<file path="config.mk">
export PLATFORM = sky130hd
export DESIGN_NAME = rvj1_hazard_ctrl_flat
export DESIGN_NICKNAME = d
export VERILOG_FILES = /design/src/rtl/rvj1_hazard_ctrl_pkg.sv /design/src/rtl/rvj1_hazard_ctrl_if.sv /design/src/rtl/rvj1_hazard_match.sv /design/src/rtl/rvj1_hazard_ctrl.sv /design/src/flat_wrapper.sv
export SDC_FILE = /design/constraint.sdc
export NUM_CORES = 1
export LEC_CHECK = 0
export CORE_MARGIN = 1
export CORE_UTILIZATION = 40
export CTS_BUF_LIST = sky130_fd_sc_hd__clkbuf_2
export CTS_CLUSTER_DIAMETER = 60
export DETAILED_ROUTE_END_ITERATION = 8
export GPL_TIMING_DRIVEN = 0
export PLACE_DENSITY = 0.71
export SYNTH_ARGS = -nofsm -noshare
export SYNTH_HDL_FRONTEND = slang
export SYNTH_SLANG_ARGS = --single-unit
</file>
<file path="constraint.sdc">
create_clock -name clk_i -period 7.01 [get_ports clk_i]
set_input_delay 1.402 -clock clk_i [delete_from_list [all_inputs] [get_ports clk_i]]
set_output_delay 1.402 -clock clk_i [all_outputs]
set_load 0.02 [all_outputs]
</file>
<file path="src/rtl/rvj1_hazard_ctrl_pkg.sv">
// Shared types for the rvj1 hazard/PC controller: tracking entry layout and
// the operand forward-select encoding.
package rvj1_hazard_ctrl_pkg;

    // Widest register address a tracking entry can hold; narrower RALEN
    // values are zero-extended into it.
    localparam int RA_W       = 8;
    localparam int MAX_STAGES = 4;
    // Forward select holds 0..NSTAGES; $clog2(MAX_STAGES+1) = 3 bits.
    localparam int FWD_W      = $clog2(MAX_STAGES + 1);

    typedef logic [FWD_W-1:0] fwd_sel_t;

    typedef struct packed {
        logic            valid;
        logic [RA_W-1:0] rd;
        logic            late;
    } trk_entry_t;

    // Forward-select code for a match found at tracked stage k.
    function automatic fwd_sel_t fwd_code(input int k);
        return FWD_W'(k + 1);
    endfunction

endpackage

</file>
<file path="src/rtl/rvj1_hazard_ctrl_if.sv">
// Decode-side bundle between the issue logic and the hazard/PC controller.
interface rvj1_hazard_ctrl_if #(
    parameter int XLEN  = 32,
    parameter int RALEN = 5
);
    import rvj1_hazard_ctrl_pkg::*;

    logic             issue_valid_i;
    logic [RALEN-1:0] rs1_addr_i;
    logic [RALEN-1:0] rs2_addr_i;
    logic             rs1_used_i;
    logic             rs2_used_i;
    logic [RALEN-1:0] rd_addr_i;
    logic             rd_wr_i;
    logic             rd_late_i;
    logic             redirect_i;
    logic [XLEN-1:0]  redirect_pc_i;

    logic             issue_fire_o;
    logic             stall_o;
    logic             flush_o;
    fwd_sel_t         fwd_a_o;
    fwd_sel_t         fwd_b_o;
    logic [XLEN-1:0]  program_counter_o;
    logic [31:0]      stall_cycles_o;

    // Decode / execute side: presents instructions and redirects.
    modport master (
        output issue_valid_i, rs1_addr_i, rs2_addr_i, rs1_used_i, rs2_used_i,
               rd_addr_i, rd_wr_i, rd_late_i, redirect_i, redirect_pc_i,
        input  issue_fire_o, stall_o, flush_o, fwd_a_o, fwd_b_o,
               program_counter_o, stall_cycles_o
    );

    // Controller side.
    modport slave (
        input  issue_valid_i, rs1_addr_i, rs2_addr_i, rs1_used_i, rs2_used_i,
               rd_addr_i, rd_wr_i, rd_late_i, redirect_i, redirect_pc_i,
        output issue_fire_o, stall_o, flush_o, fwd_a_o, fwd_b_o,
               program_counter_o, stall_cycles_o
    );

endinterface

</file>
<file path="src/rtl/rvj1_hazard_match.sv">
// Youngest-match search of one source operand against the tracking pipe.
// Produces the forward select and whether the operand must stall.
module rvj1_hazard_match
    import rvj1_hazard_ctrl_pkg::*;
#(
    parameter int NSTAGES = 2,
    parameter int RALEN   = 5,
    parameter bit FWD_EN  = 1'b1
) (
    input  trk_entry_t [NSTAGES-1:0] trk_i,
    input  logic                     used_i,
    input  logic [RALEN-1:0]         addr_i,
    output fwd_sel_t                 fwd_o,
    output logic                     hazard_o
);

    logic found;

    // Scan from the youngest stage; the first valid rd match decides.
    always_comb begin
        fwd_o    = '0;
        hazard_o = 1'b0;
        found    = 1'b0;
        for (int k = 0; k < NSTAGES; k++) begin
            if (!found && used_i && (addr_i != '0) && trk_i[k].valid &&
                (trk_i[k].rd == RA_W'(addr_i))) begin
                found    = 1'b1;
                fwd_o    = fwd_code(k);
                // A late result is only available once it reaches the last stage.
                hazard_o = !FWD_EN || (trk_i[k].late && (k < NSTAGES - 1));
            end
        end
    end

endmodule

</file>
<file path="src/rtl/rvj1_hazard_ctrl.sv">
// rvj1 hazard and program-counter controller. Tracks destination registers
// of in-flight instructions, resolves RAW hazards by forwarding or stalling,
// and owns the fetch PC including the branch/jump redirect path.
module rvj1_hazard_ctrl
    import rvj1_hazard_ctrl_pkg::*;
#(
    parameter int              XLEN     = 32,
    parameter int              RALEN    = 5,
    parameter int              NSTAGES  = 2,
    parameter logic [XLEN-1:0] RESET_PC = 'h8000_0000,
    parameter bit              FWD_EN   = 1'b1
) (
    input  logic                clk_i,
    input  logic                rst_i,
    rvj1_hazard_ctrl_if.slave   hz
);

    trk_entry_t [NSTAGES-1:0] trk_q, trk_d;
    logic [XLEN-1:0]          pc_q, pc_d;
    logic [31:0]              cnt_q, cnt_d;

    logic hazard_a, hazard_b;
    logic stall, fire;

    rvj1_hazard_match #(
        .NSTAGES (NSTAGES),
        .RALEN   (RALEN),
        .FWD_EN  (FWD_EN)
    ) u_match_a (
        .trk_i    (trk_q),
        .used_i   (hz.rs1_used_i),
        .addr_i   (hz.rs1_addr_i),
        .fwd_o    (hz.fwd_a_o),
        .hazard_o (hazard_a)
    );

    rvj1_hazard_match #(
        .NSTAGES (NSTAGES),
        .RALEN   (RALEN),
        .FWD_EN  (FWD_EN)
    ) u_match_b (
        .trk_i    (trk_q),
        .used_i   (hz.rs2_used_i),
        .addr_i   (hz.rs2_addr_i),
        .fwd_o    (hz.fwd_b_o),
        .hazard_o (hazard_b)
    );

    // Issue control: a redirect kills decode and overrides any stall.
    always_comb begin
        stall = hz.issue_valid_i && (hazard_a || hazard_b) && !hz.redirect_i;
        fire  = hz.issue_valid_i && !stall && !hz.redirect_i;
    end

    assign hz.stall_o           = stall;
    assign hz.issue_fire_o      = fire;
    assign hz.flush_o           = hz.redirect_i;
    assign hz.program_counter_o = pc_q;
    assign hz.stall_cycles_o    = cnt_q;

    // Next tracking pipe: shift one stage, new entry (or bubble) at stage 0.
    always_comb begin
        trk_d = '0;
        for (int k = NSTAGES - 1; k > 0; k--) begin
            trk_d[k] = trk_q[k-1];
        end
        if (fire) begin
            trk_d[0].valid = hz.rd_wr_i && (hz.rd_addr_i != '0);
            trk_d[0].rd    = RA_W'(hz.rd_addr_i);
            trk_d[0].late  = hz.rd_late_i;
        end
    end

    // Next PC and saturating stall counter.
    always_comb begin
        pc_d  = pc_q;
        cnt_d = cnt_q;
        if (hz.redirect_i) begin
            pc_d = hz.redirect_pc_i & ~XLEN'(3);
        end else if (fire) begin
            pc_d = pc_q + XLEN'(4);
        end
        if (stall && (cnt_q != '1)) begin
            cnt_d = cnt_q + 32'd1;
        end
    end

    // State registers, asynchronously reset.
    always_ff @(posedge clk_i or posedge rst_i) begin
        if (rst_i) begin
            trk_q <= '0;
            pc_q  <= RESET_PC;
            cnt_q <= '0;
        end else begin
            trk_q <= trk_d;
            pc_q  <= pc_d;
            cnt_q <= cnt_d;
        end
    end

endmodule
</file>
<file path="src/flat_wrapper.sv">
// flat-port wrapper written by rule: the top's interface ports become plain ports
module rvj1_hazard_ctrl_flat import rvj1_hazard_ctrl_pkg::*;
#(
    parameter int              XLEN     = 32,
    parameter int              RALEN    = 5,
    parameter int              NSTAGES  = 2,
    parameter logic [XLEN-1:0] RESET_PC = 'h8000_0000,
    parameter bit              FWD_EN   = 1'b1
)
  (clk_i, rst_i, hz_issue_valid_i, hz_rs1_addr_i, hz_rs2_addr_i, hz_rs1_used_i, hz_rs2_used_i, hz_rd_addr_i, hz_rd_wr_i, hz_rd_late_i, hz_redirect_i, hz_redirect_pc_i, hz_issue_fire_o, hz_stall_o, hz_flush_o, hz_fwd_a_o, hz_fwd_b_o, hz_program_counter_o, hz_stall_cycles_o);
  rvj1_hazard_ctrl_if #(.XLEN(XLEN), .RALEN(RALEN)) hz_i ();
  input  logic clk_i;
  input  logic rst_i;
  input wire logic [$bits(hz_i.issue_valid_i)-1:0] hz_issue_valid_i;
  input wire logic [$bits(hz_i.rs1_addr_i)-1:0] hz_rs1_addr_i;
  input wire logic [$bits(hz_i.rs2_addr_i)-1:0] hz_rs2_addr_i;
  input wire logic [$bits(hz_i.rs1_used_i)-1:0] hz_rs1_used_i;
  input wire logic [$bits(hz_i.rs2_used_i)-1:0] hz_rs2_used_i;
  input wire logic [$bits(hz_i.rd_addr_i)-1:0] hz_rd_addr_i;
  input wire logic [$bits(hz_i.rd_wr_i)-1:0] hz_rd_wr_i;
  input wire logic [$bits(hz_i.rd_late_i)-1:0] hz_rd_late_i;
  input wire logic [$bits(hz_i.redirect_i)-1:0] hz_redirect_i;
  input wire logic [$bits(hz_i.redirect_pc_i)-1:0] hz_redirect_pc_i;
  output wire logic [$bits(hz_i.issue_fire_o)-1:0] hz_issue_fire_o;
  output wire logic [$bits(hz_i.stall_o)-1:0] hz_stall_o;
  output wire logic [$bits(hz_i.flush_o)-1:0] hz_flush_o;
  output wire logic [$bits(hz_i.fwd_a_o)-1:0] hz_fwd_a_o;
  output wire logic [$bits(hz_i.fwd_b_o)-1:0] hz_fwd_b_o;
  output wire logic [$bits(hz_i.program_counter_o)-1:0] hz_program_counter_o;
  output wire logic [$bits(hz_i.stall_cycles_o)-1:0] hz_stall_cycles_o;
  assign hz_i.issue_valid_i = hz_issue_valid_i;
  assign hz_i.rs1_addr_i = hz_rs1_addr_i;
  assign hz_i.rs2_addr_i = hz_rs2_addr_i;
  assign hz_i.rs1_used_i = hz_rs1_used_i;
  assign hz_i.rs2_used_i = hz_rs2_used_i;
  assign hz_i.rd_addr_i = hz_rd_addr_i;
  assign hz_i.rd_wr_i = hz_rd_wr_i;
  assign hz_i.rd_late_i = hz_rd_late_i;
  assign hz_i.redirect_i = hz_redirect_i;
  assign hz_i.redirect_pc_i = hz_redirect_pc_i;
  assign hz_issue_fire_o = hz_i.issue_fire_o;
  assign hz_stall_o = hz_i.stall_o;
  assign hz_flush_o = hz_i.flush_o;
  assign hz_fwd_a_o = hz_i.fwd_a_o;
  assign hz_fwd_b_o = hz_i.fwd_b_o;
  assign hz_program_counter_o = hz_i.program_counter_o;
  assign hz_stall_cycles_o = hz_i.stall_cycles_o;
  rvj1_hazard_ctrl #(.XLEN(XLEN), .RALEN(RALEN), .NSTAGES(NSTAGES), .RESET_PC(RESET_PC), .FWD_EN(FWD_EN)) u_core (.clk_i(clk_i), .rst_i(rst_i), .hz(hz_i));
endmodule
</file>
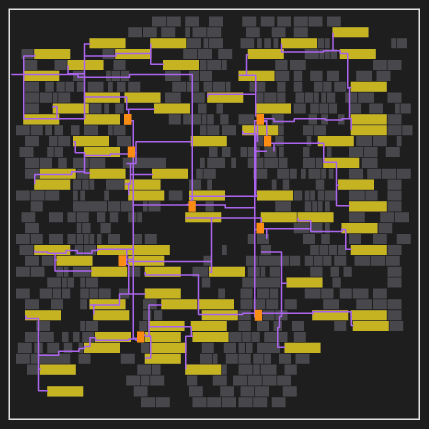
(run_1/clk_routes.png)
Scale: 4 px per um.
Key: clock drivers = orange [count 9]; flip-flops = yellow [count 75]; clock wires = purple [length 978 um]
Position of the flops: spread over the die.

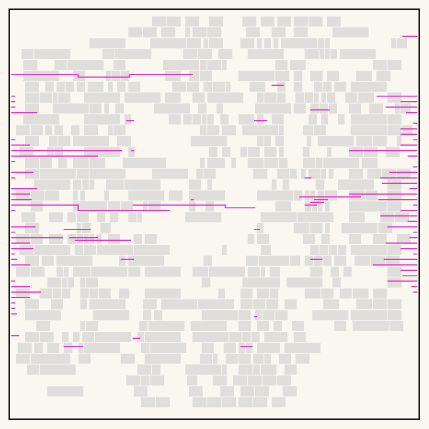
(run_1/layer_met3.png)
Scale: 4 px per um.
The layer carries 525 um of wire. The layer holds 5.3% of the routed length. 83 nets have wire on it.

==> job_summary.md, run 1 <==
## Synthesis and layout report

| Metric | Value |
|---|---|
| H-tree depth | 3 |
| Vias in the first global route | 3,294 |
| Setup TNS | 0 ns |
| CTS tree | yes |
| Hold slack | 0.448 ns |
| F_max | 0.183 GHz |
| Die area | 10,400 sq um |
| Avg WL per Cell | 15.4 um |
| IO buf count | 119 |
| Slew Limit Fails | 0 |
| Status | completed |
| Crit path arrival time | 4.07 ns |
| Worst path max stage delay | 0.66 ns |
| EDFF count, synth | 0 |
| Yosys cell count | 371 |
| GP Congestion | 0.901 |
| Largest net degree at the start of global routing | 48 |
| Crit-path cells | clkdlybuf4s50_1, or4_4, o21ai_2, nor3_4, o21ai_2, nand2_1, nor2_2, clkdlybuf4s50_1 |
| CTS Sinks | 75 |
| First-pass DRT Iterations | 4 |
| Top-count cell post-synth | dfrtp_1 |
| Top-area cell type share of the netlist area | 46.2% |
| Syn Std Cell Area | 4010 sq um |
| Slew at the pin closest to its max-slew limit | 0.633 ns |
| GRT Util Overall | 20.2% |
| # resized after CTS | 0 |
| CP Max Fanout | 8 |
| FP Core Util | 41.2% |
| Setup ws final | 1.54 ns |
| Top Ports | 128 |
| Cell taking the most area after synthesis | dfrtp_1 |
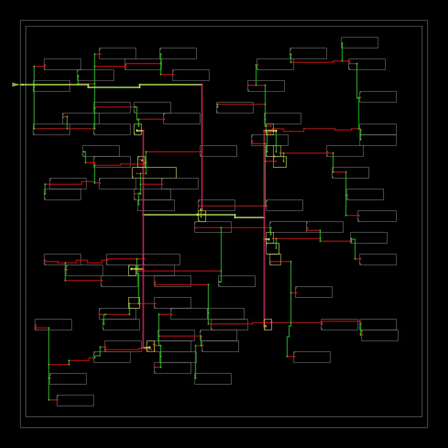
(run_1/clocks.png)
Flops: 75
Clock Skew: 0.0275 ns
Insertion Delay late pin: 0.52 ns

==> run 1: sequential cells by signal (all words and copies together), names as in the netlist <==
register	flops
u_core.hz.stall_cycles_o	32
u_core.hz.program_counter_o	30
u_core.trk_q	6
u_core.trk_d	7
==> run 1: layer usage <==
metal / part of all wire (%) / GRT usage (%) / vias up
li1: - / - / 1576
met1: 45 / 26.0 / 1585
met2: 48 / 34.2 / 105
met3: 5.3 / 3.69 / 11
met4: 1.4 / 6.81 / 0
met5: 0 / 0 / -
==> run 1: cell families (layout without fill, tap and decap cells) <==
| group | after synthesis | count (layout) | synth area share [%] |
|---|---|---|---|
| and+or+nand+nor | 153 | 153 | 22.3 |
| xor gates and xnor gates | 80 | 80 | 17.5 |
| DFF | 75 | 75 | 46.8 |
| buffers and inverters | 22 | 157 | 3.68 |
| AOI/OAI and AO/OA | 20 | 20 | 3.96 |
| muxes | 18 | 18 | 5.05 |
| adders and majority gates | 2 | 2 | 0.624 |
| other | 1 | 4 | 0.0935 |
==> run 1: through the flow <==
step / std cells / utilization [%]
floorplan: 374 / -
global placement: 626 / 55.3
detailed placement: 627 / 55.6
CTS: 642 / 56.8
global route: 642 / 56.8
finish: 642 / 56.8
==> run 1: path summary, 6_finish.rpt <==
kind / from / to / slack, ns / depth (start not counted)
min in group asynchronous: rst_i / u_core.hz.stall_cycles_o[22] / 1.20 / 2
hold / removal: u_core.trk_d[19] / u_core.trk_q[19] / 0.45 / 0
setup / recovery: hz_rs1_addr_i[0] / hz_issue_fire_o / 1.54 / 8
hold reg to reg: u_core.trk_d[19] / u_core.trk_q[19] / 0.45 / 0
setup reg to reg: u_core.trk_d[15] / u_core.hz.stall_cycles_o[9] / 4.63 / 7
max in group asynchronous: rst_i / u_core.hz.program_counter_o[31] / 5.17 / 3
==> run 1: report_power, final <==
part	switching, mW	internal [mW]	total [mW]
Combinational	0.0767	0.0923	0.169
Sequential	0.0254	0.454	0.479
Clock	0.158	0.0808	0.238
Total	0.260	0.627	0.887
==> run 1: worst max-delay path, delay by kind of cell <==
family          cells  cell delay [ns]
compound gates      2             0.43
buf+inv             2             1.14
simple gates        4             1.08
==> run 1: layout make-up <==
cell class / instances / area [sq um]
Tap cell: 133 / 166
Buffer: 17 / 129
Fill cell: 900 / 4210
Sequential cell: 75 / 1880
Clock inverter: 6 / 67.6
Multi-Input combinational cell: 277 / 2000
Timing Repair Buffer: 120 / 1220
Clock buffer: 9 / 45.0
Inverter: 5 / 21.3
==> run 1: layout by cell type, fill, tap and decap left out, drive strengths merged <==
master	count
clkinv	3
and3b	1
nand3b	2
mux2	18
o211ai	1
nor4b	1
bufinv	1
dlygate4sd3	1
inv	5
nand2	37
or4	2
nor2b	1
nor4	3
nand3	15
ha	2
dfstp	1
conb	4
nand4	39
and4bb	1
or3	1
o311a	1
and2	11
clkdlybuf4s50	119
a2bb2oi	1
a31oi	1
and4	5
xnor2	59
dfrtp	74
and3	18
nor2	10
clkinvlp	2
clkbuf	12
o2111ai	1
xor2	21
nor3	6
o21ai	15
buf	14
==> run_1/layer_met1.png <==
Scale: 3 px per um. Supply wires on this layer in gray.
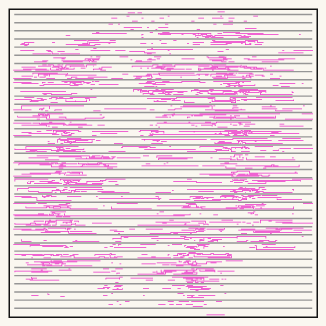

==> run 1 -> run 2 <==
PLACE_DENSITY = 0.73   (was 0.71)
clock period = 4.6 ns   (was 7.01 ns; I/O delays follow)
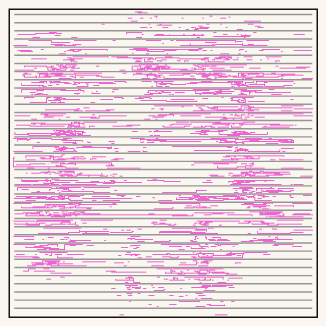
(run_2/layer_met1.png)
Scale: 3 px per um. Supply wires on this layer in gray.
The layer holds 44% of the routed length. The longest straight run is 41.4 um. 486 nets have wire on it.

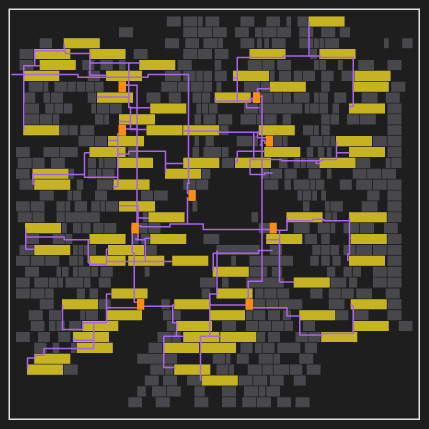
(run_2/clk_routes.png)
Scale: 4 px per um.
Key: flip-flops = yellow [count 75]; clock wires = purple [length 946 um]; clock drivers = orange [count 9]
Position of the flops: spread over the die.

==> job_summary.md, run 2 <==
## Synthesis and layout report

| Metric | Value |
|---|---|
| Avg WL per Cell | 15.9 um |
| Largest net degree at the start of global routing | 47 |
| Yosys simple share | 22.3% |
| Setup TNS | 0 ns |
| First-pass DRT Iterations | 4 |
| IO buf count | 119 |
| Comb area leader | simple AND/OR/NAND/NOR gates |
| FP Core Util | 41.2% |
| Worst path max stage delay | 0.64 ns |
| Insertion Delay late pin | 0.52 ns |
| Mux share | 5.05% |
| Worst Hold Path EP | u_core.trk_q[19] |
| Psw | 399 uW |
| Worst path buffer plus inverter count | 2 |
| Slew Limit Fails | 0 |
| EDFF count, synth | 0 |
| Top-area cell type share of the netlist area | 46.2% |
| H-tree depth | 3 |
| Filler cells | 852 |
| Synth Area in Adders | 0.624% |
| F_max | 0.225 GHz |
| Status | completed |
| Commonest Layout Cell | clkdlybuf4s50_1 |
| Yosys cell count | 371 |
| GRT Util Overall | 21.1% |
| Top Ports | 128 |
| Reg2reg path depth | 7 |
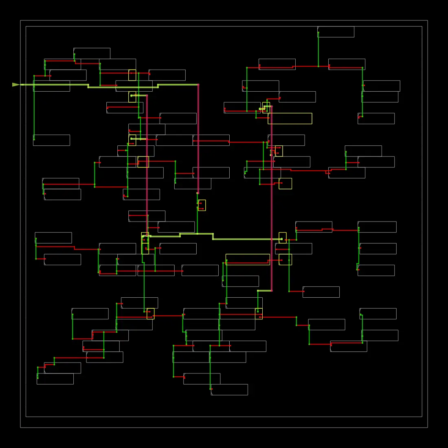
(run_2/clocks.png)
Clk power: 424 uW
Clock Skew: 0.0221 ns
cts bufs inserted: 9
# clk buffers: 10
CTS Sinks: 75

[run 2: cells by family (layout without fill, tap and decap cells)]
| family | after synthesis | after routing |
|---|---|---|
| AND/OR/NAND/NOR | 153 | 153 |
| XOR/XNOR | 80 | 80 |
| flip-flops | 75 | 75 |
| buffers and inverters | 22 | 158 |
| AND-OR/OR-AND | 20 | 20 |
| multiplexers | 18 | 18 |
| adder cells (fa/ha/maj) | 2 | 2 |
| other | 1 | 4 |
[run 2: area by class of cell]
type	count	area (sq um)	area share, %
buffer	17	129	2.32
clock buffer	10	50.0	0.901
clock inverter	6	90.1	1.62
inverter	5	21.3	0.383
multi-input combinational	277	2000	36.0
sequential	75	1880	33.8
tap	133	166	3.00
timing repair buffer	120	1220	21.9
[run 2: through the flow]
step / area, sq um / setup slack (ns) / hold slack [ns] / total power, mW
floorplan: 4020 / 1.34 / 0.374 / 0.865
global placement: 5380 / 0.0960 / 0.388 / 0.993
detailed placement: 5410 / 0.0843 / 0.394 / 1.00
CTS: 5550 / 0.0688 / 0.441 / 1.43
global route: 5560 / 0.00278 / 0.488 / 1.49
finish: 5560 / 0.147 / 0.449 / 1.41
[run 2: worst reg2reg max path, stage by stage (launching register included)]
cell and delay (ns):
dfrtp_1 0.50, nand4_1 0.18, nor4_1 0.60, nand3_1 0.19, nor2_1 0.26, nand4_1 0.16
xnor2_1 0.15, mux2_2 0.26
[run 2: worst max path at each step]
stage	from	to	cells after the start
4_1_cts	hz_rs1_addr_i[0]	hz_issue_fire_o	8
5_1_grt	hz_rs1_addr_i[0]	hz_issue_fire_o	8
6_report	hz_rs1_addr_i[1]	hz_issue_fire_o	8
2_1_floorplan	hz_rs1_addr_i[0]	hz_issue_fire_o	6
3_3_place_gp	hz_rs1_addr_i[0]	hz_issue_fire_o	8
3_5_place_dp	hz_rs1_addr_i[0]	hz_issue_fire_o	8
[run 2: power by group through the flow]
stage	combinational (mW)	sequential (mW)	clock, mW
floorplan	0.0966	0.769	0
global placement	0.252	0.741	0
detailed placement	0.260	0.743	0
CTS	0.261	0.732	0.433
global route	0.279	0.737	0.469
finish	0.258	0.733	0.424
[run 2: metal layers]
metal  vias to the layer above  GRT usage [%]  routed length (um)
met5                         -              0                   0
met4                         0           8.68                 195
met3                        19           3.83                 532
met2                       109           35.5                5010
met1                      1660           26.8                4490
li1                       1565              -                   -
==> run 2 -> run 3 <==
CAP_MARGIN = 20   (was default)
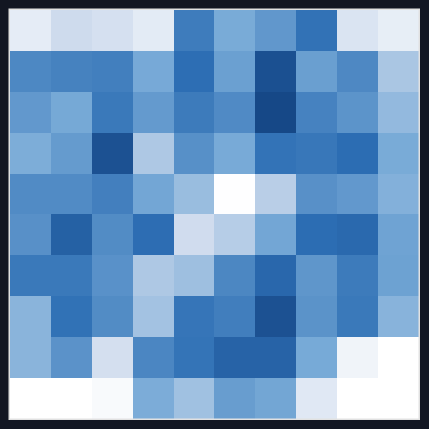
(run_3/cell_density.png)
Scale: 4 px per um. 10 x 10 tiles, from white (low) to dark blue (high), 0 to 100% covered.
12% of the tiles are over 75% full. The mean over all tiles is 52%. 6.0% of the tiles are nearly empty. The fullest tile reaches 90%.

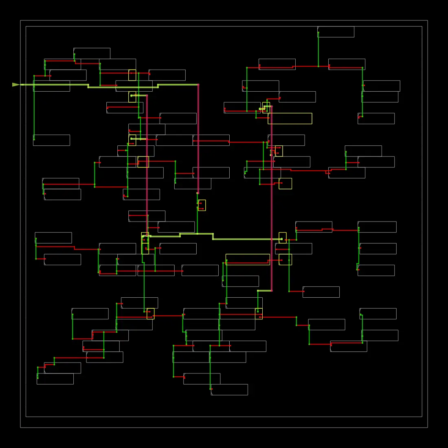
(run_3/clocks.png)

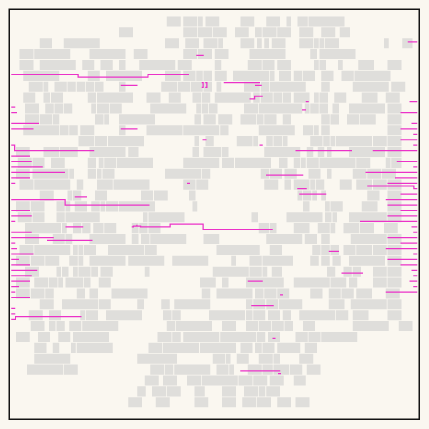
(run_3/layer_met3.png)
Scale: 4 px per um.
84 nets have wire on it. The layer carries 533 um of wire. The wires run mostly horizontal.

==> job_summary.md, run 3 <==
## Synthesis and layout report

| Metric | Value |
|---|---|
| Switching Fraction | 28.2% |
| Yosys cell count | 371 |
| Filler cells | 852 |
| Top-area cell type share of the netlist area | 46.2% |
| H-tree depth | 3 |
| Most instantiated logic cells after routing | clkdlybuf4s50_1 (119), dfrtp_1 (74), xnor2_1 (59) |
| F_max | 0.225 GHz |
| Insertion Delay late pin | 0.52 ns |
| Avg WL per Cell | 15.9 um |
| Worst path buffer plus inverter count | 2 |
| Total power | 1.41 mW |
| GRT Util Overall | 21.1% |
| CTS Root Cell | clkbuf_2 |
| Crit path max-delay family | buffers and inverters |
| CTS Sinks | 75 |
| Slew Limit Fails | 0 |
| Commonest Layout Cell | clkdlybuf4s50_1 |
| EDFF count, synth | 0 |
| Max reg flops | 32 |
| Status | completed |
| Global-route met1 utilization | 26.8% |
| GRT busiest layer | met2 |
| Cts bufs inserted | 9 |
| CTS tree | yes |
| Syn Std Cell Area | 4010 sq um |
| M3 GR Usage | 3.83% |
| Setup TNS | 0 ns |
| Psw | 399 uW |
| Pint | 1.02 mW |
| GP Congestion | 0.889 |
| Die area | 10,400 sq um |
| Top Ports | 128 |
| Crit path arrival time | 3.53 ns |
| First-pass DRT Iterations | 4 |
| Largest net degree at the start of global routing | 47 |
| Gate power share | 18.3% |
| Cell taking the most area after synthesis | dfrtp_1 |
| IO buf count | 119 |
| Seq pwr share | 51.8% |
| FP Core Util | 41.2% |
| Met2 track demand over resource | 35.5% |
| Vias in the first global route | 3,509 |
| Top-count cell post-synth | dfrtp_1 |
| CP Max Fanout | 8 |
| Crit-path cells | clkdlybuf4s50_1, or4_4, o21ai_2, nor3_4, o21ai_2, nand2_1, nor2_4, clkdlybuf4s50_1 |
| Clock share of power | 30.0% |
-- run 3: path summary, 6_finish.rpt --
kind                                                      start                              end  slack, ns  cells past startpoint
worst max register to register  u_core.hz.program_counter_o[10]  u_core.hz.program_counter_o[25]       2.23                      7
max in group asynchronous                                 rst_i   u_core.hz.program_counter_o[2]       3.31                      3
worst max-delay path                           hz_rs1_addr_i[1]                  hz_issue_fire_o       0.15                      8
worst min register to register                 u_core.trk_d[19]                 u_core.trk_q[19]       0.45                      0
worst min-delay path                           u_core.trk_d[19]                 u_core.trk_q[19]       0.45                      0
min in group asynchronous                                 rst_i                 u_core.trk_d[19]       0.71                      2
-- run 3: kinds of logic after synthesis --
kind of cell / Yosys count / synth area share [%]
adders and majority gates: 2 / 0.624
xor gates and xnor gates: 80 / 17.5
muxes: 18 / 5.05
buffers and inverters: 22 / 3.68
and+or+nand+nor: 153 / 22.3
other: 1 / 0.0935
AOI/OAI and AO/OA: 20 / 3.96
DFF: 75 / 46.8
-- run 3: worst register-to-register path, cell delays in order (launching register included) --
cell and delay, ns:
dfrtp_1 0.50, nand4_1 0.18, nor4_1 0.60, nand3_1 0.19
nor2_1 0.26, nand4_1 0.16, xnor2_1 0.15, mux2_2 0.26
-- run 3: stage by stage --
stage | hold slack (ns) | utilization (%) | setup WS [ns] | instance area (sq um) | instances
2_1_floorplan | 0.374 | - | 1.34 | 4020 | 374
6_report | 0.449 | 57.1 | 0.147 | 5560 | 643
5_1_grt | 0.488 | 57.1 | 0.00278 | 5560 | 643
4_1_cts | 0.441 | 57.0 | 0.0688 | 5550 | 643
3_3_place_gp | 0.388 | 55.3 | 0.0960 | 5380 | 626
3_5_place_dp | 0.394 | 55.6 | 0.0843 | 5410 | 627
-- run 3: timing repair --
item                                    4_1_cts  5_1_grt
resized                                       0        1
endpoints found under the hold margin         0        0
endpoints found under the setup margin        0        1
-- run 3: power groups by stage --
stage | sequential (mW) | combinational, mW | clock [mW]
after global placement | 0.741 | 0.252 | 0
after CTS | 0.732 | 0.261 | 0.433
final | 0.733 | 0.258 | 0.424
after global routing | 0.737 | 0.279 | 0.469
after floorplan | 0.769 | 0.0966 | 0
after detailed placement | 0.743 | 0.260 | 0
-- run 3: layout make-up --
type                       count  area [sq um]  area share [%]
buffer                        17           129            2.32
multi-input combinational    277          2000            36.0
sequential                    75          1880            33.8
clock buffer                  10          50.0           0.901
inverter                       5          21.3           0.383
clock inverter                 6          90.1            1.62
tap                          133           166            3.00
timing repair buffer         120          1220            21.9
-- run 3: routing by layer --
| metal | routed length [um] | up-vias |
|---|---|---|
| met5 | 0 | - |
| met3 | 532 | 19 |
| met4 | 195 | 0 |
| met1 | 4490 | 1660 |
| li1 | - | 1565 |
| met2 | 5010 | 109 |
Power and IR drop assume default switching activity.
